**config.mk**
```make
export PLATFORM = sky130hd
export DESIGN_NAME = control_sentido_contador
export DESIGN_NICKNAME = d
export VERILOG_FILES = /design/src/rtl/control_sentido_contador_pkg.sv /design/src/rtl/control_sentido_contador_comparador_limites.sv /design/src/rtl/control_sentido_contador.sv
export SDC_FILE = /design/constraint.sdc
export NUM_CORES = 1
export LEC_CHECK = 0
export CORE_AREA = 3 3 40 42
export DETAILED_ROUTE_END_ITERATION = 16
export DIE_AREA = 0 0 43 45
export HOLD_SLACK_MARGIN = 0.06
export PLACE_DENSITY_LB_ADDON = 0.12
export SYNTH_ARGS = -nofsm -noshare
export SYNTH_HDL_FRONTEND = slang
export SYNTH_SLANG_ARGS = --single-unit
```
**constraint.sdc**
```tcl
create_clock -name C -period 1.5 [get_ports C]
set_input_delay 0.225 -clock C [delete_from_list [all_inputs] [get_ports C]]
set_output_delay 0.225 -clock C [all_outputs]
set_load 0.005 [all_outputs]
```
**src/rtl/control_sentido_contador_pkg.sv**
```systemverilog
`default_nettype none
// ============================================================================
//  Module      : control_sentido_contador_pkg
//  Description : Shared definitions for the up/down counter direction
//                controller: 3-bit FSM state codes, default turn limits and
//                small decode helpers for the registered outputs.
//  Revision    : 1.0 - initial release
// ============================================================================
package control_sentido_contador_pkg;

    localparam int         c_ST_W      = 3;

    // FSM state codes (also visible on the ESTADO debug port)
    localparam logic [2:0] c_REPOSO    = 3'd0;
    localparam logic [2:0] c_SUBIENDO  = 3'd1;
    localparam logic [2:0] c_FRENO_S   = 3'd2;
    localparam logic [2:0] c_GIRO_S    = 3'd3;
    localparam logic [2:0] c_BAJANDO   = 3'd4;
    localparam logic [2:0] c_FRENO_B   = 3'd5;
    localparam logic [2:0] c_GIRO_B    = 3'd6;

    // Default turn points cover the full 4-bit range
    localparam logic [3:0] c_LIM_INF_DEF = 4'd0;
    localparam logic [3:0] c_LIM_SUP_DEF = 4'd15;

    // Direction requested from the counter in a given state (1 = down).
    // The flip happens in GIRO_x, while the counter is already frozen.
    function automatic logic f_decninc(input logic [2:0] st);
        logic r;
        r = 1'b0;
        case (st)
            c_GIRO_S, c_BAJANDO, c_FRENO_B: r = 1'b1;
            default:                        r = 1'b0;
        endcase
        return r;
    endfunction

    // States in which the counter is allowed to run
    function automatic logic f_en_marcha(input logic [2:0] st);
        return (st == c_SUBIENDO) || (st == c_BAJANDO);
    endfunction

endpackage : control_sentido_contador_pkg
`default_nettype wire

```
**src/rtl/control_sentido_contador_comparador_limites.sv**
```systemverilog
`default_nettype none
// ============================================================================
//  Module      : comparador_limites
//  Description : Combinational limit detector for the counter feedback.
//                o_en_sup = (i_o >= i_lim_sup), o_en_inf = (i_o <= i_lim_inf).
//                Inclusive compares catch values left outside the range,
//                since the counter itself has no reset.
//  Ports       : i_o       [3:0] counter value
//                i_lim_inf [3:0] lower turn point
//                i_lim_sup [3:0] upper turn point
//                o_en_sup        at or above upper limit
//                o_en_inf        at or below lower limit
//  Revision    : 1.0 - initial release
// ============================================================================
module comparador_limites (
    input  logic [3:0] i_o,
    input  logic [3:0] i_lim_inf,
    input  logic [3:0] i_lim_sup,
    output logic       o_en_sup,
    output logic       o_en_inf
);

    always_comb begin
        o_en_sup = (i_o >= i_lim_sup);
        o_en_inf = (i_o <= i_lim_inf);
        // Both flags at once would make the turn direction ambiguous
        assert (i_lim_inf < i_lim_sup)
            else $error("comparador_limites: LIM_INF must be below LIM_SUP");
    end

endmodule : comparador_limites
`default_nettype wire

```
**src/rtl/control_sentido_contador.sv**
```systemverilog
`default_nettype none
// ============================================================================
//  Module      : control_sentido_contador
//  Description : Direction controller for a 4-bit up/down ripple counter.
//                Bounces the count between LIM_INF and LIM_SUP. Every turn
//                is hold -> flip direction -> release so the direction
//                change never clocks the ripple chain spuriously.
//  Ports       : C        clock (counter advances on the falling edge)
//                CLR      synchronous active-high reset
//                START    leave REPOSO and count up
//                PAUSA    level, freezes the counter while running
//                O  [3:0] counter value (feedback)
//                DECnINC  0 = up, 1 = down (registered)
//                nHOLD    0 = counter frozen (registered)
//                ESTADO [2:0] FSM state code (debug)
//                VUELTAS [3:0] completed round trips, modulo 16
//  Revision    : 1.0 - initial release
// ============================================================================
module control_sentido_contador
    import control_sentido_contador_pkg::*;
#(
    parameter logic [3:0] LIM_INF = c_LIM_INF_DEF,
    parameter logic [3:0] LIM_SUP = c_LIM_SUP_DEF
) (
    input  logic       C,
    input  logic       CLR,
    input  logic       START,
    input  logic       PAUSA,
    input  logic [3:0] O,
    output logic       DECnINC,
    output logic       nHOLD,
    output logic [2:0] ESTADO,
    output logic [3:0] VUELTAS
);

    logic [c_ST_W-1:0] r_estado;
    logic [c_ST_W-1:0] w_estado_sig;
    logic              r_decninc;
    logic              r_nhold;
    logic [3:0]        r_vueltas;
    logic              w_en_sup;
    logic              w_en_inf;

    comparador_limites u_comparador (
        .i_o       (O),
        .i_lim_inf (LIM_INF),
        .i_lim_sup (LIM_SUP),
        .o_en_sup  (w_en_sup),
        .o_en_inf  (w_en_inf)
    );

    // Next state. PAUSA never appears here: it only gates nHOLD, so a limit
    // hit while paused still starts the turn.
    always_comb begin
        w_estado_sig = c_REPOSO;
        case (r_estado)
            c_REPOSO:   w_estado_sig = START    ? c_SUBIENDO : c_REPOSO;
            c_SUBIENDO: w_estado_sig = w_en_sup ? c_FRENO_S  : c_SUBIENDO;
            c_FRENO_S:  w_estado_sig = c_GIRO_S;
            c_GIRO_S:   w_estado_sig = c_BAJANDO;
            c_BAJANDO:  w_estado_sig = w_en_inf ? c_FRENO_B  : c_BAJANDO;
            c_FRENO_B:  w_estado_sig = c_GIRO_B;
            c_GIRO_B:   w_estado_sig = c_SUBIENDO;
            default:    w_estado_sig = c_REPOSO;
        endcase
    end

    // Outputs are registered from the next state so that the edge which
    // samples O at a limit also drops nHOLD, before the counter's falling
    // edge can step past the limit.
    always_ff @(posedge C) begin
        if (CLR) begin
            r_estado  <= c_REPOSO;
            r_decninc <= 1'b0;
            r_nhold   <= 1'b0;
            r_vueltas <= 4'd0;
        end else begin
            r_estado  <= w_estado_sig;
            r_decninc <= f_decninc(w_estado_sig);
            r_nhold   <= f_en_marcha(w_estado_sig) && !PAUSA;
            if (r_estado == c_GIRO_B) begin
                r_vueltas <= r_vueltas + 4'd1;
            end
        end
    end

    assign ESTADO  = r_estado;
    assign DECnINC = r_decninc;
    assign nHOLD   = r_nhold;
    assign VUELTAS = r_vueltas;

endmodule : control_sentido_contador
`default_nettype wire

```
==> images/placement_by_type.png <==
Scale bar: 10 um.
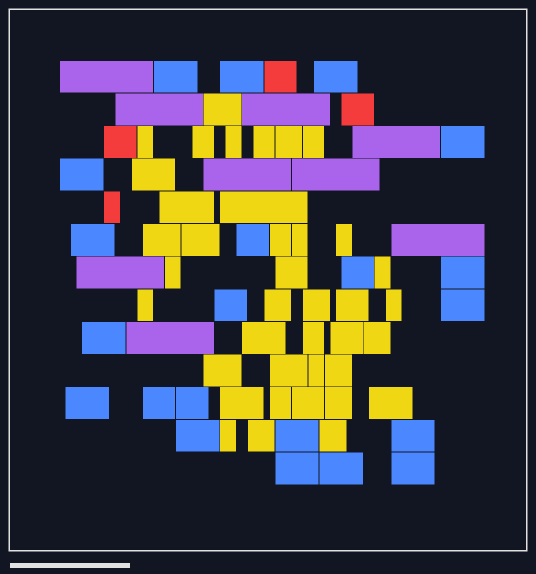
class	colour	cells	share of their area
combinational and other logic	yellow	39	39%
clock drivers and dummy loads	red	4	3.9%
sequential cells	purple	9	27%
remaining buffers and delay cells	blue	21	29%
post-layout util: 53.7%
fraction of area in registers: 26.5%
cell row count: 13
Core Region: 1280 um^2

==> images/power_grid.png <==
Scale bar: 10 um. Pins as bars on the die edge.
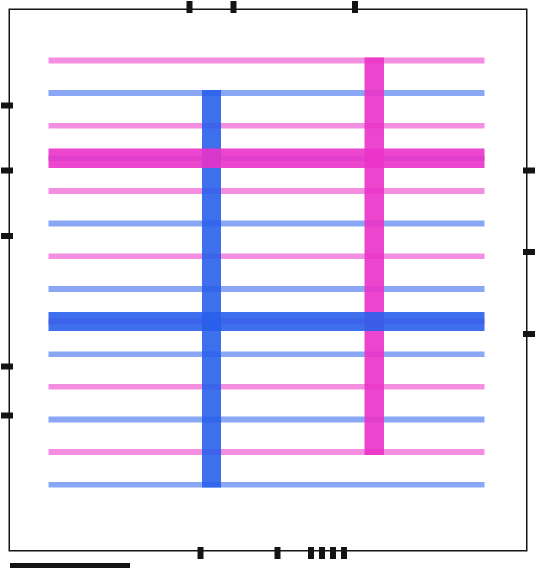
net	colour
VSS	blue
VDD	magenta
met5 straps	2
signal pins	17
met4 straps	2
met1 rails	14
rows	13

==> images/placement.png <==
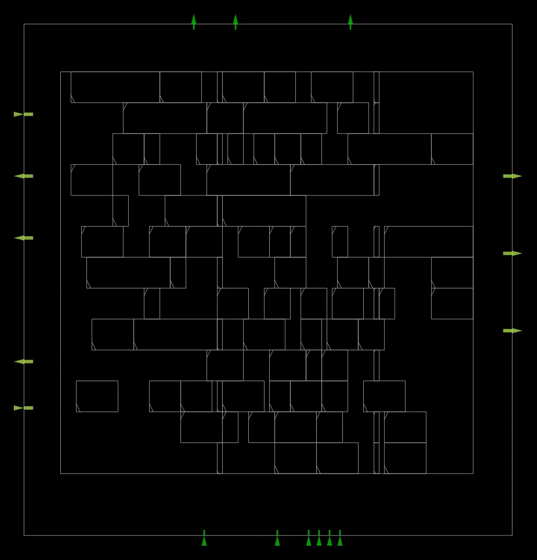
Tap Cells: 15
Fillers: 129
flop count: 9

==> flow_summary_export.csv <==
group,metric,value,unit
setup_path,worstSetupEndpointType,"output pin",
synthesis,postSynthSeqShare,38.4,%
run,tool_warnings,26,
clock_tree,clkTransAtPathRegs,0.06,ns
route,drtIter0Drc,8,
route,drt-pass1-iter-count,4,
clock_tree,cts_setup_buffers,0,
clock_tree,cts_tree,"done",
global_routing,overflow,0,
final_timing,fmax,709,MHz
synthesis,synth-edff-count,0,
final_timing,finalCriticalPeriod,1.41,ns
floorplan,die_w,43,um
final_layout,nets,83,
final_layout,area_growth,46.9,%
synthesis,ys_top_logic_family,"simple AND/OR/NAND/NOR gates",
synthesis,xor_area_share,5.60,%
final_layout,lay_top_cells,"clkdlybuf4s50_1 (16), nor2_1 (8), dfxtp_1 (7)",
synthesis,yosysUniqueCellTypes,26,
floorplan,chipArea,1940,um^2
synthesis,post_synth.cell_area_avg,9.02,um^2
power_and_ir_drop,combPwrFrac,14.8,%
synthesis,mux_area_share,4.27,%
global_routing,track_usage,11.4,%
run,max_cap_viol_count,0,
synthesis,synth_top_area_share,38.4,%
route,drc_errors,0,
final_layout,diodes,0,
status,status,"finished clean",
clock_tree,hold_buffers,0,
final_layout,layout_top_cell,"clkdlybuf4s50_1",
setup_path,slowest_delay,0.53,ns
power_and_ir_drop,seq_power_share,49.3,%
synthesis,yosys.area.top_type,"dfxtp_1",
synthesis,async_flop_share,0,%
setup_path,path_max_fanout,7,
final_timing,final.setup.tns,0,ns
setup_path,critPathTopFamily,"buffers and inverters",
route,detail_route.wirelength,977,um
synthesis,ff_type,"dfxtp_1",
synthesis,synth-seq-cells,9,
final_timing,finalHoldViolCount,0,
[power groups by stage]
stage / registers [mW] / clock network, mW / logic, mW
5_1_grt: 0.251 / 0.204 / 0.0814
6_report: 0.250 / 0.181 / 0.0750
4_1_cts: 0.250 / 0.191 / 0.0753
3_5_place_dp: 0.255 / 0 / 0.0750
3_3_place_gp: 0.255 / 0 / 0.0752
2_1_floorplan: 0.253 / 0 / 0.0377
[tightest hold or removal path, delay by kind of cell, from the launching register on]
kind | cells | cell delay (ns)
compound gates | 2 | 0.13
flops | 1 | 0.31
[layout make-up]
type	instances	area, um^2	share of cell area, %
flip-flops and latches	9	183	26.5
clock buffers	4	26.3	3.81
inverters	2	7.51	1.09
well taps	15	18.8	2.72
repair buffers	21	198	28.7
multi-input cells	37	256	37.2
[per-stage QoR]
step                      utilization [%]  area [um^2]  worst slack (ns)  cells  power [mW]
final                                53.7          689            0.0894     88       0.506
after CTS                            53.7          689            0.0744     88       0.516
after floorplan                         -          469             0.353     52       0.291
after global placement               51.4          661            0.0415     84       0.330
after detailed placement             51.4          661            0.0392     84       0.330
after global routing                 53.7          689            0.0257     88       0.536
[what timing repair did]
item / in CTS / in global routing
hold endpoints to repair: 0 / 0
setup endpoints to repair: 2 / 0
gates resized: 2 / 0
[path summary, 6_finish.rpt]
path                                  from         end  slack (ns)  cells past startpoint
worst max-delay path             ESTADO[2]   ESTADO[2]        0.09                      1
worst min-delay path            VUELTAS[3]  VUELTAS[3]        0.49                      2
worst max register to register   ESTADO[1]  VUELTAS[3]        0.30                      4
worst min register to register  VUELTAS[3]  VUELTAS[3]        0.49                      2
[state kept, by name, indices dropped and copies added, names as in the netlist]
name     count
ESTADO       3
nHOLD        1
VUELTAS      4
DECnINC      1
[routing by layer]
| layer | up-vias | routed length, um | track usage (%) |
|---|---|---|---|
| met3 | 0 | 56 | 7.17 |
| met2 | 10 | 418 | 15.6 |
| met4 | 0 | 0 | 1.81 |
| li1 | 229 | - | - |
| met1 | 197 | 503 | 15.3 |
| met5 | - | 0 | 0 |
[kinds of logic (layout without fill, tap and decap cells)]
| kind of cell | after synthesis | count (layout) |
|---|---|---|
| AND-OR/OR-AND | 10 | 10 |
| flip-flops | 9 | 9 |
| AND/OR/NAND/NOR | 21 | 21 |
| multiplexers | 2 | 2 |
| buffers and inverters | 6 | 27 |
| XOR/XNOR | 3 | 3 |
| adder cells (fa/ha/maj) | 1 | 1 |
[Yosys cell counts, types with 2 or more instances]
cell	number
mux2i_1	2
nor2_1	8
dfxtp_1	9
nand3_1	2
or3_1	2
buf_2	2
a31oi_1	2
a21oi_1	3
nor3b_1	2
inv_1	2
xor2_1	3
Power figures rest on the tool's default switching activity, not on a simulated workload.
